Design univ_register_flat, sky130hd; sources not shown.
### Gate-type map, run 1

The bar under the picture is 20 µm long.
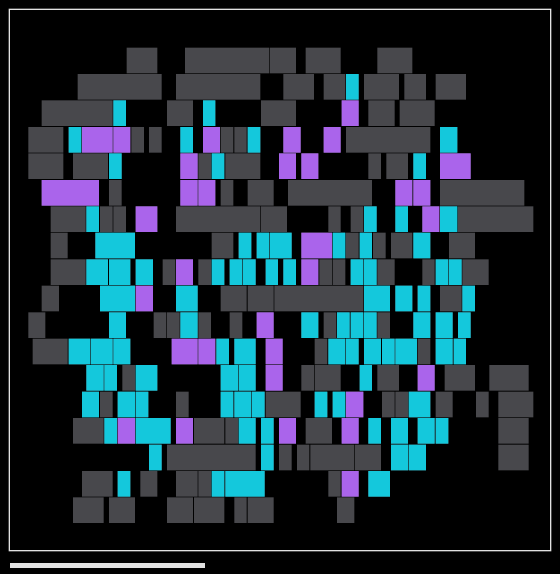
legend:
  cyan:
    family: NAND gates
    cells: 91
    most_used: nand2_1
  purple:
    family: inverting AOI/OAI gates
    cells: 33
    most_used: a21oi_1
Comb area share: 0.529
post-route insts no fill: 262
most frequent logic cell in the layout: nand2_1

### Ports around the boundary, run 1

Pins as bars across the die edge, other pins in grey.
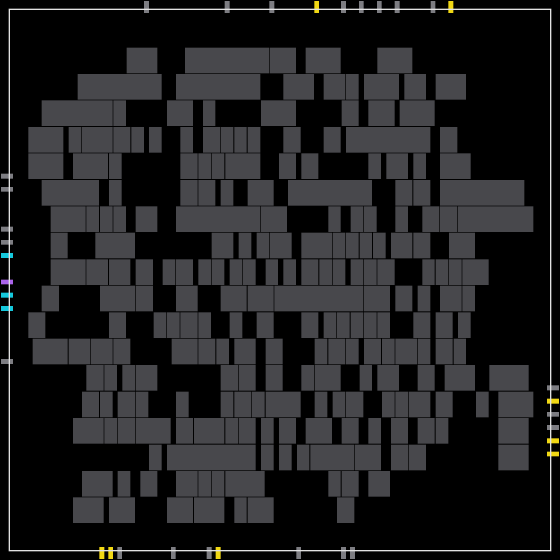
legend:
  cyan:
    port: `bus_mode`
    pins: 3
    direction: input
    edge: left
  yellow:
    port: `bus_q`
    pins: 8
    direction: output
    edge: 3 bottom, 3 right, 2 top
  purple:
    port: `bus_sin_msb`
    pins: 1
    direction: input
    edge: left
Die X: 55.5 µm
die height: 55.5 µm

### Cell classes on the final placement, run 1

Fill, decap, tap and diode cells in grey.
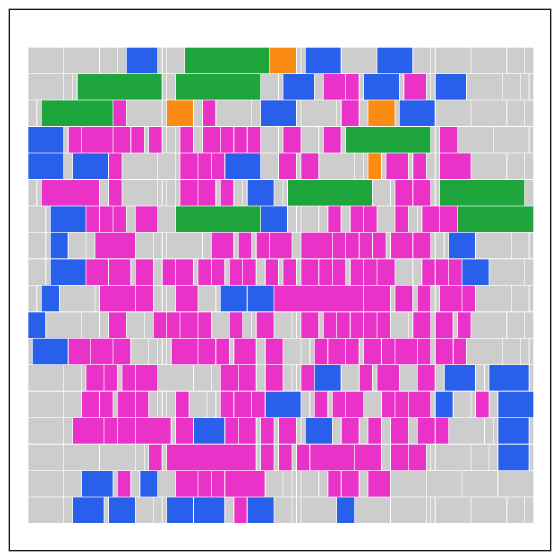
legend:
  green:
    class: flip-flops
    cells: 9
    share_of_their_area: 14%
  magenta:
    class: all other logic
    cells: 177
    share_of_their_area: 61%
  orange:
    class: clock drivers and dummy loads
    cells: 4
    share_of_their_area: 1.8%
  blue:
    class: other buffers and delay cells
    cells: 42
    share_of_their_area: 24%
Seq/total area: 0.136
post-route cell area: 1530 µm²
Core ar.: 2540 µm²
final core occ: 0.600
FP Rows: 18

==> metrics.csv, run 1 <==
metric;value;unit
status;finished with violations;
violations;setup timing;
pg_seq;0.278;mW
synth_top_area_share;0.174;
core_util_floorplan;0.433;
topRoutingLayerUsed;met4;
p_switching;0.364;mW
enable_flop_cells;0;
max_slew.worst_pin.slew;0.235;ns
synth_warnings;0;
crit_path_max_incr_delay;0.37;ns
numSynthFlops;9;
ff2ff_path_depth;10;
grtUsageMet2;0.381;
n_fill_cell;267;
p_per_area;572;nW/µm²
critPathKind;reg2out;
final-clk-cell-share;0.0172;
synth_chip_area;1100;µm²
cts_tree;yes;
largestClassByArea;logic gates;
synthArstFlopShare;0;
cp_slowest_cell;dfxtp_4;
post_dp_cell_area;1400;µm²
cts.sinks;9;
clkLatencyLatePin;0.26;ns
drt_iter0_markers;40;
globalRouteMet1Util;0.286;
grt_max_degree;12;
holdWs;0.323;ns
place_ws;-0.654;ns
common_cells;51 x nand2_1, 25 x nand3_1, 21 x nor2_1, 16 x inv_1, 15 x a21oi_1;
grt_usage;0.218;
swShare;0.417;
post-route-drc-count;0;
syn2layout_area_growth;38.5;%
fin_nets;251;
clock.fmax;0.558;GHz
ys_sh_simple;0.501;
synth.logic.top_family;simple AND/OR/NAND/NOR gates;
grt_pass1_wl;5510;µm
leakagePower;0.711;nW
ctsHoldBuffers;0;
clock_power_share;0.198;
grt_busiest_layer;met2;
finalSetupViolations;1;
p_clk;0.173;mW
internal_power;0.509;mW
final_max_slew_viol_count;0;
wl_met2;1710;µm
setup_ws;-0.191;ns
tool_warnings;28;
xor_share;0;
rsz0062_at_grt;true;
chipArea;3080;µm²
vias;1413;
met3_usage;0.0445;
synth.most_common_cell;nand2_1;
critPathBufInv;2;
vdd_drop_max;0.524;mV
fin_crit_sh;1.12;
cap_violations;0;
mostFrequentLayoutCells;50 x nand2_1, 25 x nand3_1, 21 x nor2_1;
start_kind;flop;
tns;-0.191;ns
vias_per_cell;5.39;
largest_area_cell;nand2_1;
port_buffers;33;
synthAoiAreaFrac;0.167;
diodes;0;
clkbuf_count;4;
nMultiInputCombCells;155;
clockRootBuffer;clkbuf_4;
path_cells;inv_4 -> ha_4 -> nand2_4 -> nor4_2 -> buf_4;
ctsHtreeMaxLevel;1;
synth.avg_cell_area;5.71;µm²
worstPathRequired;1.13;ns
wl_met3;184;µm
seq_cells;9;
wl_per_cell;13.0;µm
cp-end-kind;output pin;
grt.overflow.total;0;
yosys-stat-cells;193;
wl_met1;1500;µm
seqCellArea;208;µm²
min_path_cells;2;
io_pins;34;
clk_pin_slew_worst_paths;0.06;ns
firstDrtPassIters;4;
power.share.sequential;0.318;
n_all_inverters;22;
### Clock routing, run 1

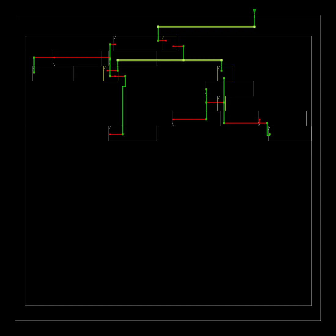

==> run 2: changes to the inputs <==
==> constraint.sdc (replaced) <==
create_clock -name clk -period 1.8 [get_ports clk]
set_clock_uncertainty 0.15 [all_clocks]
set_input_delay 0.36 -clock clk [delete_from_list [all_inputs] [get_ports clk]]
set_output_delay 0.36 -clock clk [all_outputs]
set_load 0.02 [all_outputs]
### Clock routing, run 2

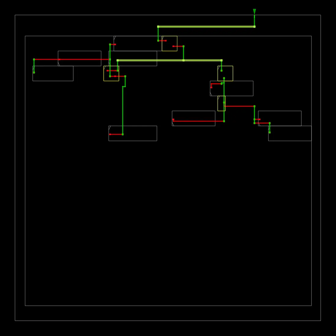
CTS Buf Count: 3
clkbuf count: 4
registers: 9
Num Clock Sinks: 9

==> run 2 against run 1 <==
Against the previous run: the flow now finishes without violations; register-to-register slack improved by 0.14 ns; combinational power decreased by 19%; clock-buffer cell count unchanged.
==> metrics.csv, run 2 <==
metric;value;unit;change
path_cells;inv_6 -> ha_4 -> nand2_2 -> nor4_1 -> buf_2;;
synth.most_common_cell;nand2_1;;
tool_warnings;28;;unchanged
xor_share;0;;unchanged
wl_per_cell;12.7;µm;-1.9%
fp-row-count;18;;unchanged
combGateArea;776;µm²;
globalRouteMet1Util;0.289;;+0.00284
clkLatencyLatePin;0.26;ns;about the same
grt_busiest_layer;met2;;
vias_per_cell;5.42;;+0.49%
final_max_slew_viol_count;0;;unchanged
synth_chip_area;1100;µm²;unchanged
grt_pass1_wl;5560;µm;+1.0%
setup_ws;0.0243;ns;+0.215 ns
topRoutingLayerUsed;met4;;
clock_power_share;0.207;;+0.009
rsz0062_at_grt;true;;
cts_tree;yes;;
synthAoiAreaFrac;0.167;;unchanged
grt_usage;0.221;;+0.00291
cp-end-kind;output pin;;
layout.nonclk_buf_frac;0.218;;
flop_cell;dfxtp_1;;
mostFrequentLayoutCell;nand2_1;;
firstDrtPassIters;5;;+1
clockRootBuffer;clkbuf_4;;
n_fill_cell;281;;+5.2%
chipArea;3080;µm²;unchanged
holdWs;0.325;ns;+0.00186 ns
die_h;55.5;µm;unchanged
core_area;2540;µm²;unchanged
tns;0;ns;+0.191 ns
drt_iter0_markers;32;;-20%
syn_area;1100;µm²;
vias;1382;;-2.2%
wl_met1;1450;µm;-3.3%
synth.avg_cell_area;5.71;µm²;unchanged
seqCellArea;198;µm²;-4.8%
final-clk-cell-share;0.0181;;+0.000859
pg_seq;0.252;mW;-9.4%
p_switching;0.312;mW;-14%
crit_path_max_incr_delay;0.37;ns;about the same
vdd_drop_max;0.466;mV;-11%
syn2layout_area_growth;31.9;%;
grt_max_degree;12;;unchanged
wl_met2;1580;µm;-7.9%
synthMuxAreaShare;0;;
ys_sh_simple;0.501;;unchanged
nMultiInputCombCells;155;;unchanged
post_dp_cell_area;1400;µm²;unchanged
synth_top_area_share;0.174;;unchanged
drt_wl_total;3240;µm;
synth_warnings;0;;unchanged
clock.fmax;0.563;GHz;
grt.overflow.total;0;;unchanged
cap_violations;0;;unchanged
power.share.sequential;0.337;;+0.019
met3_usage;0.0445;;unchanged
yosys-stat-cells;193;;unchanged
max_slew.worst_pin.slew;0.417;ns;+0.183 ns
largest_area_cell;nand2_1;;
critPathKind;reg2out;;
finalSetupViolations;0;;-1
combPwrFrac;0.456;;
status;complete, no violations;;
critPathBufInv;2;;unchanged
finalNonFillerCells;255;;-2.7%
common_cells;51 x nand2_1, 25 x nand3_1, 21 x nor2_1, 16 x inv_1, 15 x a21oi_1;;
place_ws;-0.494;ns;+0.160 ns
diodes;0;;unchanged
leakagePower;0.673;nW;-5.4%
mostFrequentLayoutCells;50 x nand2_1, 25 x nand3_1, 21 x nor2_1;;
cp_slowest_cell;dfxtp_4;;
port_buffers;33;;unchanged
n_all_inverters;22;;unchanged
fin_nets;244;;-2.8%
power.group.top;combinational logic;;
clk_pin_slew_worst_paths;0.06;ns;about the same
io_pins;34;;unchanged
synthArstFlopShare;0;;unchanged
wl_met3;201;µm;+9.2%
syn_inst;193;;
die_w;55.5;µm;unchanged
worstPathRequired;1.29;ns;+0.16 ns
synth.logic.top_family;simple AND/OR/NAND/NOR gates;;
min_path_cells;2;;unchanged
internal_power;0.436;mW;-14%
grtUsageMet2;0.386;;+0.00510
swShare;0.417;;about the same
ys_sh_adder;0.0227;;
ctsHtreeMaxLevel;1;;unchanged
timing.final.crit_period;1.78;ns;
post-route-drc-count;0;;unchanged
ctsHoldBuffers;0;;unchanged
fin_crit_sh;0.987;;
ff2ff_path_depth;9;;-1
p_clk;0.155;mW;-10%
numSynthFlops;9;;unchanged
sh_comb_area;0.534;;+0.00487
largestClassByArea;logic gates;;
cp_top_family;flip-flops;;
core_util_floorplan;0.433;;unchanged
start_kind;flop;;
enable_flop_cells;0;;unchanged
cp_max_fo;6;;
p_per_area;514;nW/µm²;-10%
### Cell classes on the final placement, run 2

Fill, decap, tap and diode cells in grey.
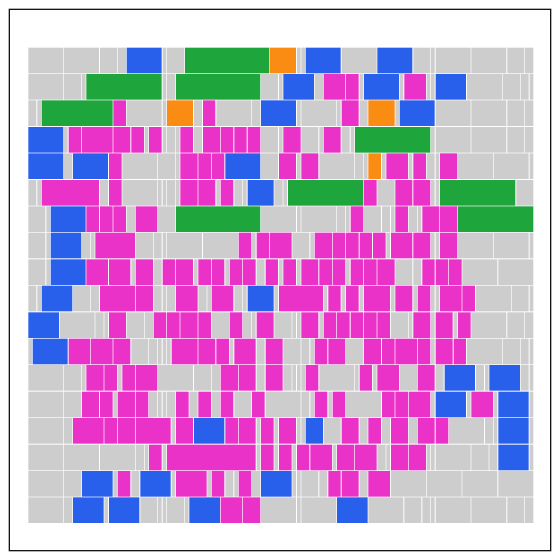
legend:
  blue:
    class: other buffers and delay cells
    cells: 35
    share_of_their_area: 22%
  magenta:
    class: all other logic
    cells: 177
    share_of_their_area: 62%
  orange:
    class: clock drivers and dummy loads
    cells: 4
    share_of_their_area: 1.9%
  green:
    class: flip-flops
    cells: 9
    share_of_their_area: 14%
post-route cell area: 1450 µm²
Seq/total area: 0.136
final core occ: 0.571

Power and IR drop assume default switching activity.
